## src/rtl/register_file_pkg.sv

```systemverilog
// Shared register-file definitions, reused by decode and forwarding logic.
package register_file_pkg;

  localparam int unsigned DATA_WIDTH = 64;
  localparam int unsigned ADDR_WIDTH = 5;
  localparam int unsigned XZR_IDX    = 31;

  typedef logic [ADDR_WIDTH-1:0] reg_idx_t;

  // True when the index names the hardwired zero register.
  function automatic logic is_xzr(input reg_idx_t idx);
    return idx == reg_idx_t'(XZR_IDX);
  endfunction

endpackage

```

## src/rtl/regfile_read_port.sv

```systemverilog
// One combinational read port: index mux, zero-register masking and
// same-cycle write bypass.
module regfile_read_port #(
  parameter int unsigned DATA_WIDTH  = register_file_pkg::DATA_WIDTH,
  parameter int unsigned ADDR_WIDTH  = register_file_pkg::ADDR_WIDTH,
  parameter bit          ZERO_REG_EN = 1'b1
) (
  input  logic [ADDR_WIDTH-1:0] rd_idx,
  input  logic [DATA_WIDTH-1:0] regs [2**ADDR_WIDTH],
  input  logic                  bypass_en,
  input  logic [ADDR_WIDTH-1:0] wr_idx,
  input  logic [DATA_WIDTH-1:0] wr_data,
  output logic [DATA_WIDTH-1:0] rd_data
);

  import register_file_pkg::*;

  // The top index is the zero register when enabled.
  localparam logic [ADDR_WIDTH-1:0] ZR_IDX = '1;

  logic is_zr;
  logic hit;

  // Select zero, bypassed write data, or the stored value, in that priority.
  always_comb begin
    is_zr   = ZERO_REG_EN && (rd_idx == ZR_IDX);
    hit     = bypass_en && (wr_idx == rd_idx);
    rd_data = regs[rd_idx];
    if (is_zr) begin
      rd_data = '0;
    end else if (hit) begin
      rd_data = wr_data;
    end
  end

endmodule

```

## src/rtl/register_file.sv

```systemverilog
// 32-entry general-purpose register file: two combinational read ports,
// one clocked write port, XZR hardwired to zero.
module register_file #(
  parameter int unsigned DATA_WIDTH  = register_file_pkg::DATA_WIDTH,
  parameter int unsigned ADDR_WIDTH  = register_file_pkg::ADDR_WIDTH,
  parameter bit          ZERO_REG_EN = 1'b1
) (
  input  logic                  clk,
  input  logic                  rst_n,
  input  logic [ADDR_WIDTH-1:0] read_register_1,
  input  logic [ADDR_WIDTH-1:0] read_register_2,
  input  logic [ADDR_WIDTH-1:0] write_register,
  input  logic [DATA_WIDTH-1:0] write_data,
  input  logic                  reg_write,
  output logic [DATA_WIDTH-1:0] read_data_1,
  output logic [DATA_WIDTH-1:0] read_data_2
);

  import register_file_pkg::*;

  localparam int unsigned           DEPTH  = 2**ADDR_WIDTH;
  localparam logic [ADDR_WIDTH-1:0] ZR_IDX = '1;

  logic [DATA_WIDTH-1:0] regs_q [DEPTH];
  logic [DATA_WIDTH-1:0] regs_d [DEPTH];
  logic                  wr_ok;
  logic                  bypass_en;

  // Bypass is suppressed while in reset so both ports read zero then.
  assign bypass_en = reg_write && rst_n;

  // Next-state array: apply the enabled write unless it targets XZR.
  always_comb begin
    regs_d = regs_q;
    wr_ok  = reg_write && !(ZERO_REG_EN && (write_register == ZR_IDX));
    if (wr_ok) begin
      regs_d[write_register] = write_data;
    end
  end

  // Storage array with asynchronous clear.
  always_ff @(posedge clk or negedge rst_n) begin
    if (!rst_n) begin
      for (int unsigned i = 0; i < DEPTH; i++) begin
        regs_q[i] <= '0;
      end
    end else begin
      regs_q <= regs_d;
    end
  end

  regfile_read_port #(
    .DATA_WIDTH (DATA_WIDTH),
    .ADDR_WIDTH (ADDR_WIDTH),
    .ZERO_REG_EN(ZERO_REG_EN)
  ) u_rd_port_1 (
    .rd_idx   (read_register_1),
    .regs     (regs_q),
    .bypass_en(bypass_en),
    .wr_idx   (write_register),
    .wr_data  (write_data),
    .rd_data  (read_data_1)
  );

  regfile_read_port #(
    .DATA_WIDTH (DATA_WIDTH),
    .ADDR_WIDTH (ADDR_WIDTH),
    .ZERO_REG_EN(ZERO_REG_EN)
  ) u_rd_port_2 (
    .rd_idx   (read_register_2),
    .regs     (regs_q),
    .bypass_en(bypass_en),
    .wr_idx   (write_register),
    .wr_data  (write_data),
    .rd_data  (read_data_2)
  );

endmodule

```

## config.mk

```make
export PLATFORM = sky130hd
export DESIGN_NAME = register_file
export DESIGN_NICKNAME = d
export VERILOG_FILES = /design/src/rtl/register_file_pkg.sv /design/src/rtl/regfile_read_port.sv /design/src/rtl/register_file.sv
export SDC_FILE = /design/constraint.sdc
export NUM_CORES = 2
export LEC_CHECK = 0
export ABC_CLOCK_PERIOD_IN_PS = 3150
export CORE_UTILIZATION = 45
export DETAILED_ROUTE_END_ITERATION = 16
export SLEW_MARGIN = 5
export SYNTH_ARGS = -nofsm -noshare
export SYNTH_HDL_FRONTEND = slang
export SYNTH_SLANG_ARGS = --single-unit
```

## constraint.sdc

```tcl
create_clock -name clk -period 3.15 [get_ports clk]
set_input_delay 0.63 -clock clk [delete_from_list [all_inputs] [get_ports clk]]
set_output_delay 0.63 -clock clk [all_outputs]
set_load 0.02 [all_outputs]
```

==> run summary <==
Latest figures from synthesis and place and route.

The final cycle utilization of the critical path is 114.4%. The die boundary width is just under 500 um. The root buffer cell chosen for the clock tree is sky130_fd_sc_hd__clkbuf_16. The maximum fanout count along the critical path is 3. The post-synth area from yosys stat is approximately 110,000 sq um. The post-synth design cell area is 108,800 sq um. The number of synthesized flops with an enable pin is 0. The commonest register cell is sky130_fd_sc_hd__dfrtp_1. The clock insertion delay at the later pin of the skew report is approximately 900 ps. The post-detailed-placement cell area is 122,100 sq um. Leaving out fill and tap cells, the most frequent cells in the layout are sky130_fd_sc_hd__dfrtp_1 (2,048), sky130_fd_sc_hd__mux2_2 (1,992), sky130_fd_sc_hd__mux4_2 (851), sky130_fd_sc_hd__buf_4 (759), sky130_fd_sc_hd__mux2i_1 (438). The via total after detailed routing is roughly 77,000. The number of maximum-capacitance violations recorded for the run is 0.

The data required time at the worst endpoint is around 2500 ps. The floorplan step defined a die boundary enclosing around 240,000 sq um. The number of cells reported by Yosys stat comes to between 7,000 and 8,000. The critical path launch point type is a flop.

The fmax is 277.4 MHz. After layout, the worst setup slack is -454.9 ps. The transition time at the pin with the least slew margin is 1078 ps. Summed over all nets, the half-perimeter wirelength after detailed placement is approximately 250,000 um.

The run finished, with violations left. The first-pass GRT wire length is 581,800 um. The worst slack at placement is -946.0 ps. In this run switching power makes up around 29% of total power. The I/O pin count is approximately 210. The async set or reset register ratio after synthesis is 100.0%. The number of synthesis warnings is 0.

The DRC violation count after routing is 0. The checks that failed: setup timing. Per the post-route antenna check, the number of violating nets is 0. The overall power of the completed layout is about 81 mW. The register with the most flip-flops in the layout has ~2,000 of them. The setup violation total in the final timing report is 128. For this block, the initial DRC count from the detailed router was a little under 8,000. The minimum period implied by the final worst setup slack is between 3000 and 4000 ps.

The power report lists the combinational group at slightly below 20 mW. The maximum clock skew at final layout is 0 ps. The pin count of the biggest net entering global routing is 177. The largest register by flop count is regs_q. The clock transition at the registers of the reported paths is ~70 ps. Per the GRT congestion report, total overflow comes to 0. Clock network power for this build is roughly 27 mW. The vertical die size is a little under 500 um. After synthesis, the cell types taking the most area are sky130_fd_sc_hd__dfrtp_1 (47%), sky130_fd_sc_hd__mux2_2 (21%), sky130_fd_sc_hd__mux4_2 (18%). The post-route worst hold slack is 80.30 ps. The number of iterations in the first detailed-routing pass is 7.

Synthesis instantiated around 46 different standard cells from the library. The sequential power share is a little over two fifths.
logic make-up after synthesis:
| kind of cell | synth area share [%] |
|---|---|
| buffers and inverters | 3.517 |
| and+or+nand+nor | 1.806 |
| DFF | 47.10 |
| AOI/OAI and AO/OA | 4.869 |
| xor gates and xnor gates | 0.08049 |
| muxes | 42.63 |
final cells by class:
cell class,instances,area (sq um)
antenna,2,5.005
sequential,2048,51250
multi-input combinational,4504,56900
fill,18800,101900
tap,3185,3985
timing repair buffer,1557,19060
clock buffer,348,6673
clock inverter,62,780.7
critical path, stage by stage, from the launching register on:
cell,delay [ps]
sky130_fd_sc_hd__dfrtp_1,400
sky130_fd_sc_hd__mux4_2,470
sky130_fd_sc_hd__mux4_2,600
sky130_fd_sc_hd__a32oi_2,290
sky130_fd_sc_hd__o31ai_2,140
sky130_fd_sc_hd__buf_4,180
final timing paths:
kind	endpoint	slack, ps	startpoint
setup / recovery	read_data_1[26]	-450	regs_q[90]
hold / removal	regs_q[1023]	80	rst_n
setup reg to reg	regs_q[503]	2110	regs_q[503]
hold reg to reg	regs_q[36]	400	regs_q[36]
max in group asynchronous	regs_q[1766]	630	rst_n
min in group clk	regs_q[36]	400	regs_q[36]
cells in the mapped netlist (4+ instances only):
master	number
sky130_fd_sc_hd__buf_4	25
sky130_fd_sc_hd__nand3_1	74
sky130_fd_sc_hd__buf_2	251
sky130_fd_sc_hd__xnor2_1	7
sky130_fd_sc_hd__o21ai_0	67
sky130_fd_sc_hd__nand2_1	91
sky130_fd_sc_hd__a32o_1	33
sky130_fd_sc_hd__a22oi_1	180
sky130_fd_sc_hd__nor2_1	108
sky130_fd_sc_hd__or3b_2	4
sky130_fd_sc_hd__nor2b_1	7
sky130_fd_sc_hd__a211oi_1	58
sky130_fd_sc_hd__o31ai_1	8
sky130_fd_sc_hd__a22o_1	94
sky130_fd_sc_hd__mux2_2	1992
sky130_fd_sc_hd__mux4_2	851
sky130_fd_sc_hd__o221ai_1	23
sky130_fd_sc_hd__buf_6	28
sky130_fd_sc_hd__mux2i_1	479
sky130_fd_sc_hd__buf_1	33
sky130_fd_sc_hd__dfrtp_1	2048
sky130_fd_sc_hd__clkbuf_1	518
sky130_fd_sc_hd__nor3_1	34
sky130_fd_sc_hd__nor4_1	35
sky130_fd_sc_hd__a21oi_1	156
sky130_fd_sc_hd__nor3b_1	5
sky130_fd_sc_hd__nand2b_1	16
sky130_fd_sc_hd__o22ai_1	129
sky130_fd_sc_hd__a32oi_1	8
sky130_fd_sc_hd__a311oi_1	4
sky130_fd_sc_hd__nor2_2	12
sky130_fd_sc_hd__nand3b_1	11
stage by stage:
step / utilization [%] / TNS, ps
final: 57.64 / -23970
after global routing: 57.64 / -27460
after CTS: 56.48 / -24420
after detailed placement: 50.77 / -109160
after global placement: 50.77 / -107390
after floorplan: - / 0
layer usage:
metal  wire (um)  global-route usage, %
met5           0                      0
met1      163300                  44.49
met4       20770                  15.20
met2      191400                  52.12
met3       29320                  5.759
what timing repair did:
action | CTS | global route
hold endpoints to repair | 24 | 0
buffers inserted | 263 | 148
pin swaps | 213 | 230
setup endpoints to repair | 128 | 128
resized | 1231 | 467
cloned | 32 | 13
hold buffers | 1 | 0
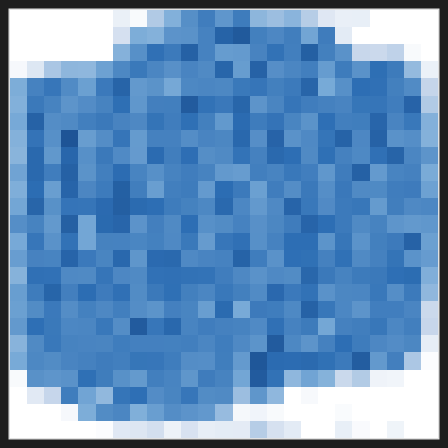
*Placement density heat map*
The die is cut into 25 by 25 equal tiles; white is low, dark blue is high, 0 to 100% covered.
The emptiest ninth of the die: bottom right. 11% of the tiles are over 75% full. The mean over all tiles is 55%. The fullest tile reaches 85%. 9.9% of the tiles are nearly empty.

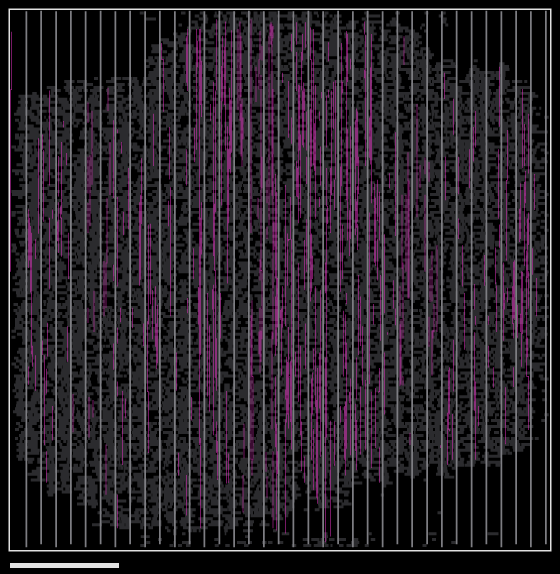
*Signal wires on met4*
Scale bar: 100 um. Supply wires on this layer in grey. Cells faint in the background.
The layer carries 20.8 mm of wire. The wires run mostly vertical. The longest straight run is 380 um. The layer holds 5.1% of the routed length. 207 nets have wire on it.

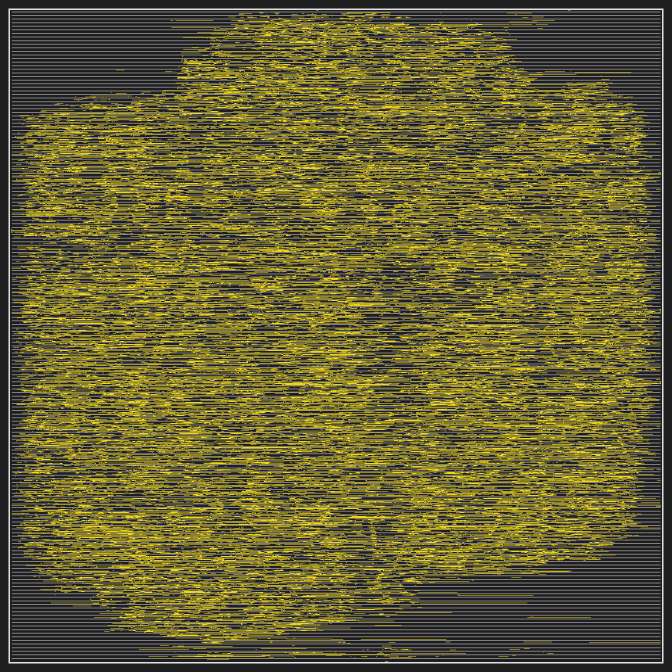
*Metal 1*
Supply wires on this layer in grey.
The layer holds 40% of the routed length. The longest straight run is 109 um. The layer carries 163 mm of wire. 7,957 nets have wire on it.

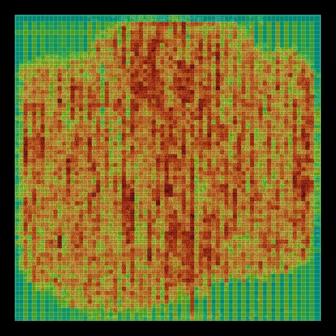
*Track usage over the die*
average routed wire per standard cell: 34.58 um
global routing met2 resource utilization: 52.12%
busiest metal layer after global routing: met2
utilization after layout: 57.64%

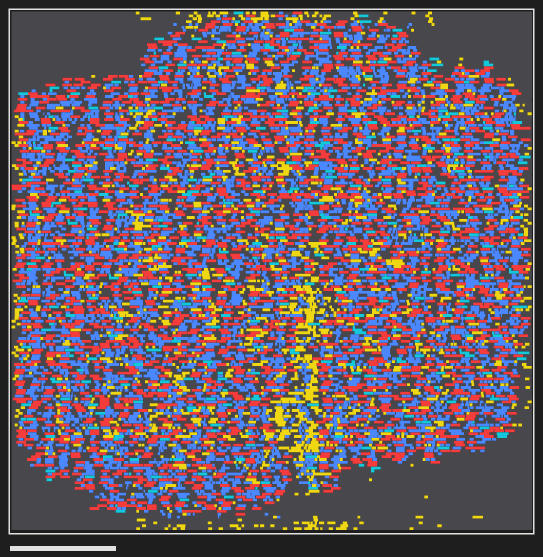
*Placed cells, one colour a class*
Scale bar: 100 um. Fill, decap, tap and diode cells in grey.
Yellow marks other buffers and delay cells, cells 1,557. Blue marks all other logic, cells 4,504. Red marks flip-flops, cells 2,048. Cyan marks clock drivers and dummy loads, cells 410.

Power and IR drop assume default switching activity.
